<file path="src/rtl/bus_arbiter_if.sv">
// Two-master shared-bus interface: per-master request/strobe/data plus the shared bus.
// The timeout signal exists only when BUS_ARBITER_TIMEOUT_EN is defined.
interface bus_arbiter_if #(
    parameter int ADDR_W = 64,
    parameter int DATA_W = 64
);
    logic              req0, req1;
    logic              gnt0, gnt1;
    logic [ADDR_W-1:0] addr0, addr1;
    logic [DATA_W-1:0] wdata0, wdata1;
    logic              rd0, rd1, wr0, wr1;
    logic [ADDR_W-1:0] bus_addr;
    logic [DATA_W-1:0] bus_wdata;
    logic              bus_read, bus_write;
    logic [DATA_W-1:0] bus_rdata;
    logic [DATA_W-1:0] rdata0, rdata1;
    logic [1:0]        owner;
`ifdef BUS_ARBITER_TIMEOUT_EN
    logic              timeout;
`endif

    modport master (
        output req0, req1, addr0, addr1, wdata0, wdata1, rd0, rd1, wr0, wr1, bus_rdata,
        input  gnt0, gnt1, bus_addr, bus_wdata, bus_read, bus_write, rdata0, rdata1, owner
`ifdef BUS_ARBITER_TIMEOUT_EN
        , input timeout
`endif
    );

    modport slave (
        input  req0, req1, addr0, addr1, wdata0, wdata1, rd0, rd1, wr0, wr1, bus_rdata,
        output gnt0, gnt1, bus_addr, bus_wdata, bus_read, bus_write, rdata0, rdata1, owner
`ifdef BUS_ARBITER_TIMEOUT_EN
        , output timeout
`endif
    );
endinterface

</file>
<file path="src/rtl/bus_arbiter.sv">
// Two-master bus arbiter (processor = 0, GPU = 1) with fair alternation and a turnaround cycle.
// Optional tenure watchdog enabled by defining BUS_ARBITER_TIMEOUT_EN.
module bus_arbiter #(
    parameter int ADDR_W         = 64,
    parameter int DATA_W         = 64,
    parameter int TIMEOUT_CYCLES = 255
) (
    input logic        clock,
    input logic        reset_n,
    bus_arbiter_if.slave bus
);
    typedef enum logic [1:0] {IDLE, OWN0, OWN1, TURN} state_t;

    if (TIMEOUT_CYCLES < 1 || TIMEOUT_CYCLES > 65535) begin : g_bad_timeout
        $error("TIMEOUT_CYCLES out of range 1..65535");
    end

    state_t      state_q, state_d;
    logic        last_q, last_d;
    logic        gnt0_q, gnt0_d, gnt1_q, gnt1_d;
    logic [1:0]  owner_q, owner_d;
    logic        expired;

`ifdef BUS_ARBITER_TIMEOUT_EN
    localparam logic [15:0] TO_LIM = 16'(TIMEOUT_CYCLES);
    logic [15:0] cnt_q, cnt_d;
    logic        timeout_q, timeout_d;
`endif

    always_comb begin
        state_d = state_q;
        last_d  = last_q;
        expired = 1'b0;
`ifdef BUS_ARBITER_TIMEOUT_EN
        expired   = (state_q == OWN0 || state_q == OWN1) && (cnt_q + 16'd1 >= TO_LIM);
        cnt_d     = (state_q == OWN0 || state_q == OWN1) ? cnt_q + 16'd1 : 16'd0;
        timeout_d = expired;
`endif
        case (state_q)
            // TURN arbitrates exactly like IDLE so a waiting master is granted
            // right after the single turnaround cycle.
            IDLE, TURN: begin
                if (bus.req0 && (!bus.req1 || last_q)) begin
                    state_d = OWN0;
                    last_d  = 1'b0;
                end else if (bus.req1) begin
                    state_d = OWN1;
                    last_d  = 1'b1;
                end else begin
                    state_d = IDLE;
                end
            end
            OWN0:    if (!bus.req0 || expired) state_d = TURN;
            OWN1:    if (!bus.req1 || expired) state_d = TURN;
            default: state_d = IDLE;
        endcase
        gnt0_d  = (state_d == OWN0);
        gnt1_d  = (state_d == OWN1);
        owner_d = {gnt1_d, gnt0_d};
    end

    always_ff @(posedge clock or negedge reset_n) begin
        if (!reset_n) begin
            state_q   <= IDLE;
            last_q    <= 1'b1;
            gnt0_q    <= 1'b0;
            gnt1_q    <= 1'b0;
            owner_q   <= 2'b00;
`ifdef BUS_ARBITER_TIMEOUT_EN
            cnt_q     <= 16'd0;
            timeout_q <= 1'b0;
`endif
        end else begin
            state_q   <= state_d;
            last_q    <= last_d;
            gnt0_q    <= gnt0_d;
            gnt1_q    <= gnt1_d;
            owner_q   <= owner_d;
`ifdef BUS_ARBITER_TIMEOUT_EN
            cnt_q     <= cnt_d;
            timeout_q <= timeout_d;
`endif
        end
    end

    assign bus.gnt0  = gnt0_q;
    assign bus.gnt1  = gnt1_q;
    assign bus.owner = owner_q;
`ifdef BUS_ARBITER_TIMEOUT_EN
    assign bus.timeout = timeout_q;
`endif

    // Bus mux keys off the grant flops, so reset clears it without a clock edge.
    always_comb begin
        bus.bus_addr  = '0;
        bus.bus_wdata = '0;
        bus.bus_read  = 1'b0;
        bus.bus_write = 1'b0;
        bus.rdata0    = '0;
        bus.rdata1    = '0;
        if (gnt0_q) begin
            bus.bus_addr  = bus.addr0;
            bus.bus_wdata = bus.wdata0;
            bus.bus_write = bus.wr0;
            bus.bus_read  = bus.rd0 & ~bus.wr0;
            bus.rdata0    = bus.bus_rdata;
        end else if (gnt1_q) begin
            bus.bus_addr  = bus.addr1;
            bus.bus_wdata = bus.wdata1;
            bus.bus_write = bus.wr1;
            bus.bus_read  = bus.rd1 & ~bus.wr1;
            bus.rdata1    = bus.bus_rdata;
        end
    end
endmodule
</file>
<file path="src/flat_wrapper.sv">
// flat-port wrapper written by rule: the top's interface ports become plain ports
module bus_arbiter_flat 
#(
    parameter int ADDR_W         = 64,
    parameter int DATA_W         = 64,
    parameter int TIMEOUT_CYCLES = 255
)
  (clock, reset_n, bus_req0, bus_req1, bus_addr0, bus_addr1, bus_wdata0, bus_wdata1, bus_rd0, bus_rd1, bus_wr0, bus_wr1, bus_bus_rdata, bus_gnt0, bus_gnt1, bus_bus_addr, bus_bus_wdata, bus_bus_read, bus_bus_write, bus_rdata0, bus_rdata1, bus_owner);
  bus_arbiter_if #(.ADDR_W(ADDR_W), .DATA_W(DATA_W)) bus_i ();
  input logic clock;
  input logic reset_n;
  input wire logic [$bits(bus_i.req0)-1:0] bus_req0;
  input wire logic [$bits(bus_i.req1)-1:0] bus_req1;
  input wire logic [$bits(bus_i.addr0)-1:0] bus_addr0;
  input wire logic [$bits(bus_i.addr1)-1:0] bus_addr1;
  input wire logic [$bits(bus_i.wdata0)-1:0] bus_wdata0;
  input wire logic [$bits(bus_i.wdata1)-1:0] bus_wdata1;
  input wire logic [$bits(bus_i.rd0)-1:0] bus_rd0;
  input wire logic [$bits(bus_i.rd1)-1:0] bus_rd1;
  input wire logic [$bits(bus_i.wr0)-1:0] bus_wr0;
  input wire logic [$bits(bus_i.wr1)-1:0] bus_wr1;
  input wire logic [$bits(bus_i.bus_rdata)-1:0] bus_bus_rdata;
  output wire logic [$bits(bus_i.gnt0)-1:0] bus_gnt0;
  output wire logic [$bits(bus_i.gnt1)-1:0] bus_gnt1;
  output wire logic [$bits(bus_i.bus_addr)-1:0] bus_bus_addr;
  output wire logic [$bits(bus_i.bus_wdata)-1:0] bus_bus_wdata;
  output wire logic [$bits(bus_i.bus_read)-1:0] bus_bus_read;
  output wire logic [$bits(bus_i.bus_write)-1:0] bus_bus_write;
  output wire logic [$bits(bus_i.rdata0)-1:0] bus_rdata0;
  output wire logic [$bits(bus_i.rdata1)-1:0] bus_rdata1;
  output wire logic [$bits(bus_i.owner)-1:0] bus_owner;
  assign bus_i.req0 = bus_req0;
  assign bus_i.req1 = bus_req1;
  assign bus_i.addr0 = bus_addr0;
  assign bus_i.addr1 = bus_addr1;
  assign bus_i.wdata0 = bus_wdata0;
  assign bus_i.wdata1 = bus_wdata1;
  assign bus_i.rd0 = bus_rd0;
  assign bus_i.rd1 = bus_rd1;
  assign bus_i.wr0 = bus_wr0;
  assign bus_i.wr1 = bus_wr1;
  assign bus_i.bus_rdata = bus_bus_rdata;
  assign bus_gnt0 = bus_i.gnt0;
  assign bus_gnt1 = bus_i.gnt1;
  assign bus_bus_addr = bus_i.bus_addr;
  assign bus_bus_wdata = bus_i.bus_wdata;
  assign bus_bus_read = bus_i.bus_read;
  assign bus_bus_write = bus_i.bus_write;
  assign bus_rdata0 = bus_i.rdata0;
  assign bus_rdata1 = bus_i.rdata1;
  assign bus_owner = bus_i.owner;
  bus_arbiter #(.ADDR_W(ADDR_W), .DATA_W(DATA_W), .TIMEOUT_CYCLES(TIMEOUT_CYCLES)) u_core (.clock(clock), .reset_n(reset_n), .bus(bus_i));
endmodule
</file>
<file path="config.mk">
export PLATFORM = sky130hd
export DESIGN_NAME = bus_arbiter_flat
export DESIGN_NICKNAME = d
export VERILOG_FILES = /design/src/rtl/bus_arbiter_if.sv /design/src/rtl/bus_arbiter.sv /design/src/flat_wrapper.sv
export SDC_FILE = /design/constraint.sdc
export NUM_CORES = 1
export LEC_CHECK = 0
export ABC_CLOCK_PERIOD_IN_PS = 1500
export CELL_PAD_IN_SITES_DETAIL_PLACEMENT = 1
export CELL_PAD_IN_SITES_GLOBAL_PLACEMENT = 1
export CORE_AREA = 2 2 228 230
export CTS_BUF_LIST = sky130_fd_sc_hd__clkbuf_8
export DETAILED_ROUTE_END_ITERATION = 8
export DIE_AREA = 0 0 230 232
export DONT_BUFFER_PORTS = 1
export HOLD_SLACK_MARGIN = 0.03
export PLACE_DENSITY = 0.3
export REMOVE_ABC_BUFFERS = 1
export SLEW_MARGIN = 10
export SYNTH_ARGS = -nofsm -noshare
export SYNTH_HDL_FRONTEND = slang
export SYNTH_SLANG_ARGS = --single-unit
</file>
<file path="constraint.sdc">
create_clock -name clock -period 1.5 [get_ports clock]
set_input_delay 0.3 -clock clock [delete_from_list [all_inputs] [get_ports clock]]
set_output_delay 0.3 -clock clock [all_outputs]
set_load 0.01 [all_outputs]
</file>
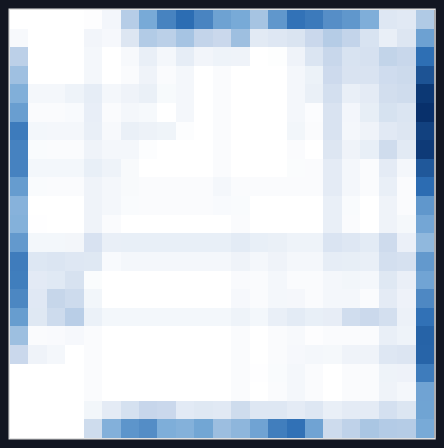
wire_density.png
The die is cut into 23 by 23 equal tiles; white is low, dark blue is high, scaled to the fullest tile. Values are wire area over tile area, all layers added.
tiles over half the peak: 8.9%
mean over tiles: 0.074
nearly empty tiles: 27%
fullest tile: 0.56
densest ninth of the die: top right

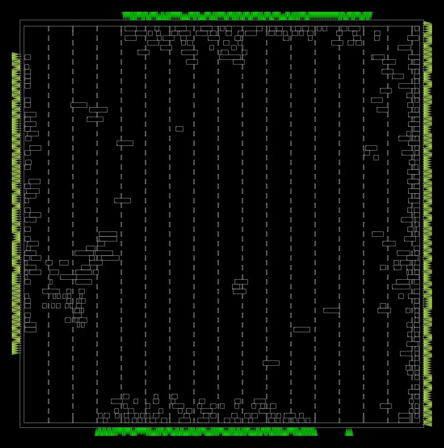
final_placement.png
core area: 50,900 um^2
Row Count: 83
final core occ: 9.15%

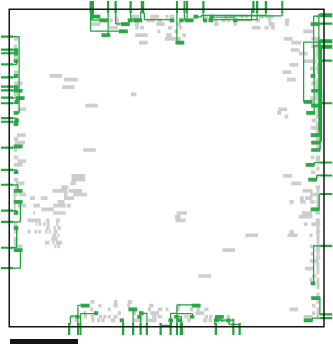
port_nets.png
The bar under the picture is 50 um long.
legend:
  green:
    port: bus_addr0
    direction: input
    end_cells: 64
    buffers: 0
    wire: 1,380 um

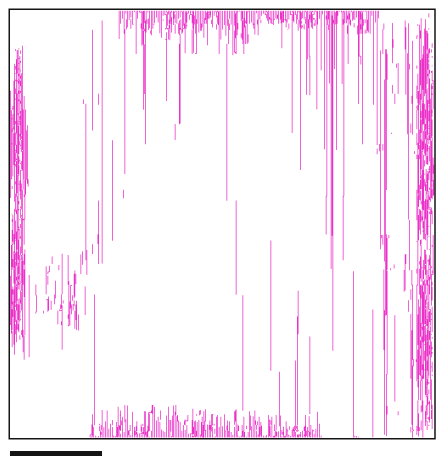
met2.png
The bar under the picture is 50 um long.
nets with wire on the layer: 657
main direction: vertical
wire length on this layer: 12,100 um
share of all routed wire: 50%
longest straight run: 184 um

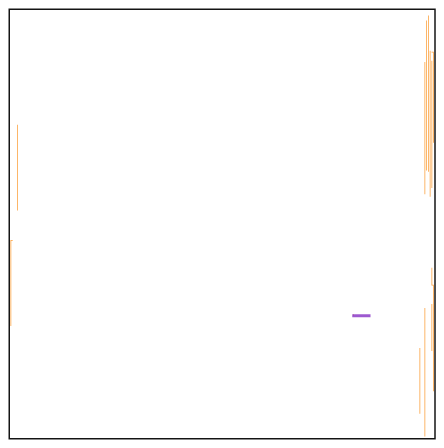
metal_stack.png
Two of the layers only.
legend:
  purple:
    layer: met5
    wire_length: 8.30 um
  orange:
    layer: met4
    wire_length: 726 um

==> impl_metrics.json <==
{
  "setup_violations": 258,
  "clk_pin_slew_ps": 30,
  "log.warning_count": 29,
  "num-fill-cells": 5999,
  "worst_skew_pair.late_latency_ps": 220,
  "yosys.cell_types.count": 24,
  "violations": "negative setup slack",
  "drc": 0,
  "p_leak_nw": 1.80,
  "skew_ps": 0.513,
  "total_power_mw": 9.26,
  "drive_gt1_share_pct": 48.2,
  "layout_min_cycle_time_ps": 1840,
  "top_layer": "met5",
  "wirelength_um": 24000,
  "final_nets": 669,
  "fin_ws_ps": -345,
  "status": "finished with violations",
  "synth_seq_share_pct": 5.03,
  "vias": 3155,
  "diodes": 4,
  "comb_cells": 282,
  "cpLargestDelayFamily": "buffers and inverters",
  "cp_data_required_time_ps": 1200,
  "num_io_pins": 590,
  "cp_slowest_cell": "dfrtp_4",
  "viasPerCell": 3.09,
  "clock_area_share_pct": 0.967,
  "p_seq_uw": 278,
  "cts_sinks": 5,
  "area.share.sequential_pct": 2.79,
  "placed_cell_area_um2": 3280,
  "crit_path_cell_trace": "buf_6 > buf_16 > a22o_4 > buf_12",
  "syn_to_final_growth_pct": 85.2,
  "largest_class": "combinational gates",
  "antenna_left": 0,
  "top_power_group": "combinational logic",
  "grt_pass1_vias": 2746,
  "place.gp.congestion": 0.841,
  "dr.pass1.iters": 4,
  "grt_pass1_wl_um": 23400,
  "antenna_found_initial": 6,
  "switching_share_pct": 51.4,
  "tap_cells": 680
}
-- cells in the mapped netlist --
cell type	number	area, um^2
buf_4	8	60.1
nand3_1	1	5.00
a22oi_1	1	7.51
ha_1	2	25.0
a21oi_1	3	15.0
dfstp_2	1	26.3
nand2b_1	2	12.5
a31oi_1	1	6.26
buf_6	9	101
nand3b_1	2	15.0
o21ai_0	3	15.0
nor2b_4	1	13.8
dfrtp_1	4	100
clkbuf_2	5	25.0
nand2_1	6	22.5
a22o_1	128	1120
nor2b_1	1	6.26
inv_1	3	11.3
clkbuf_1	12	45.0
nor4b_1	1	8.76
nor2_1	1	3.75
buf_2	12	60.1
nand4_1	1	6.26
and2_1	128	801
-- path summary, 6_finish.rpt --
path,to,cells past startpoint,slack [ps]
max,bus_bus_wdata[60],4,-340
min,u_core.last_q$_DFFE_PN1P_,1,160
max reg2reg,u_core.bus.owner[0]$_DFF_PN0_,5,160
min reg2reg,u_core.last_q$_DFFE_PN1P_,2,540
max in group asynchronous,u_core.last_q$_DFFE_PN1P_,1,860
min in group asynchronous,u_core.state_q[0]$_DFF_PN0_,1,380
-- kinds of logic after synthesis --
family                     after synthesis  synth area share [%]
AOI/OAI and AO/OA                      136                  46.3
adders and majority gates                2                 0.995
buffers and inverters                   49                  12.0
DFF                                      5                  5.03
and+or+nand+nor                        144                  35.6
-- worst register-to-register path: cells and delay by family (launching register included) --
family | cells | cell delay, ps
DFF | 1 | 360
buffers and inverters | 1 | 70
AOI/OAI and AO/OA | 1 | 80
adders and majority gates | 1 | 300
and+or+nand+nor | 2 | 440
-- timing repair --
item                                   4_1_cts  5_1_grt
pin swaps                                   16       13
setup buffers                               10        3
setup endpoints to repair                  258      261
hold buffers                                 1        0
gates cloned                                 8       11
resized                                     84       52
endpoints found under the hold margin        5        0
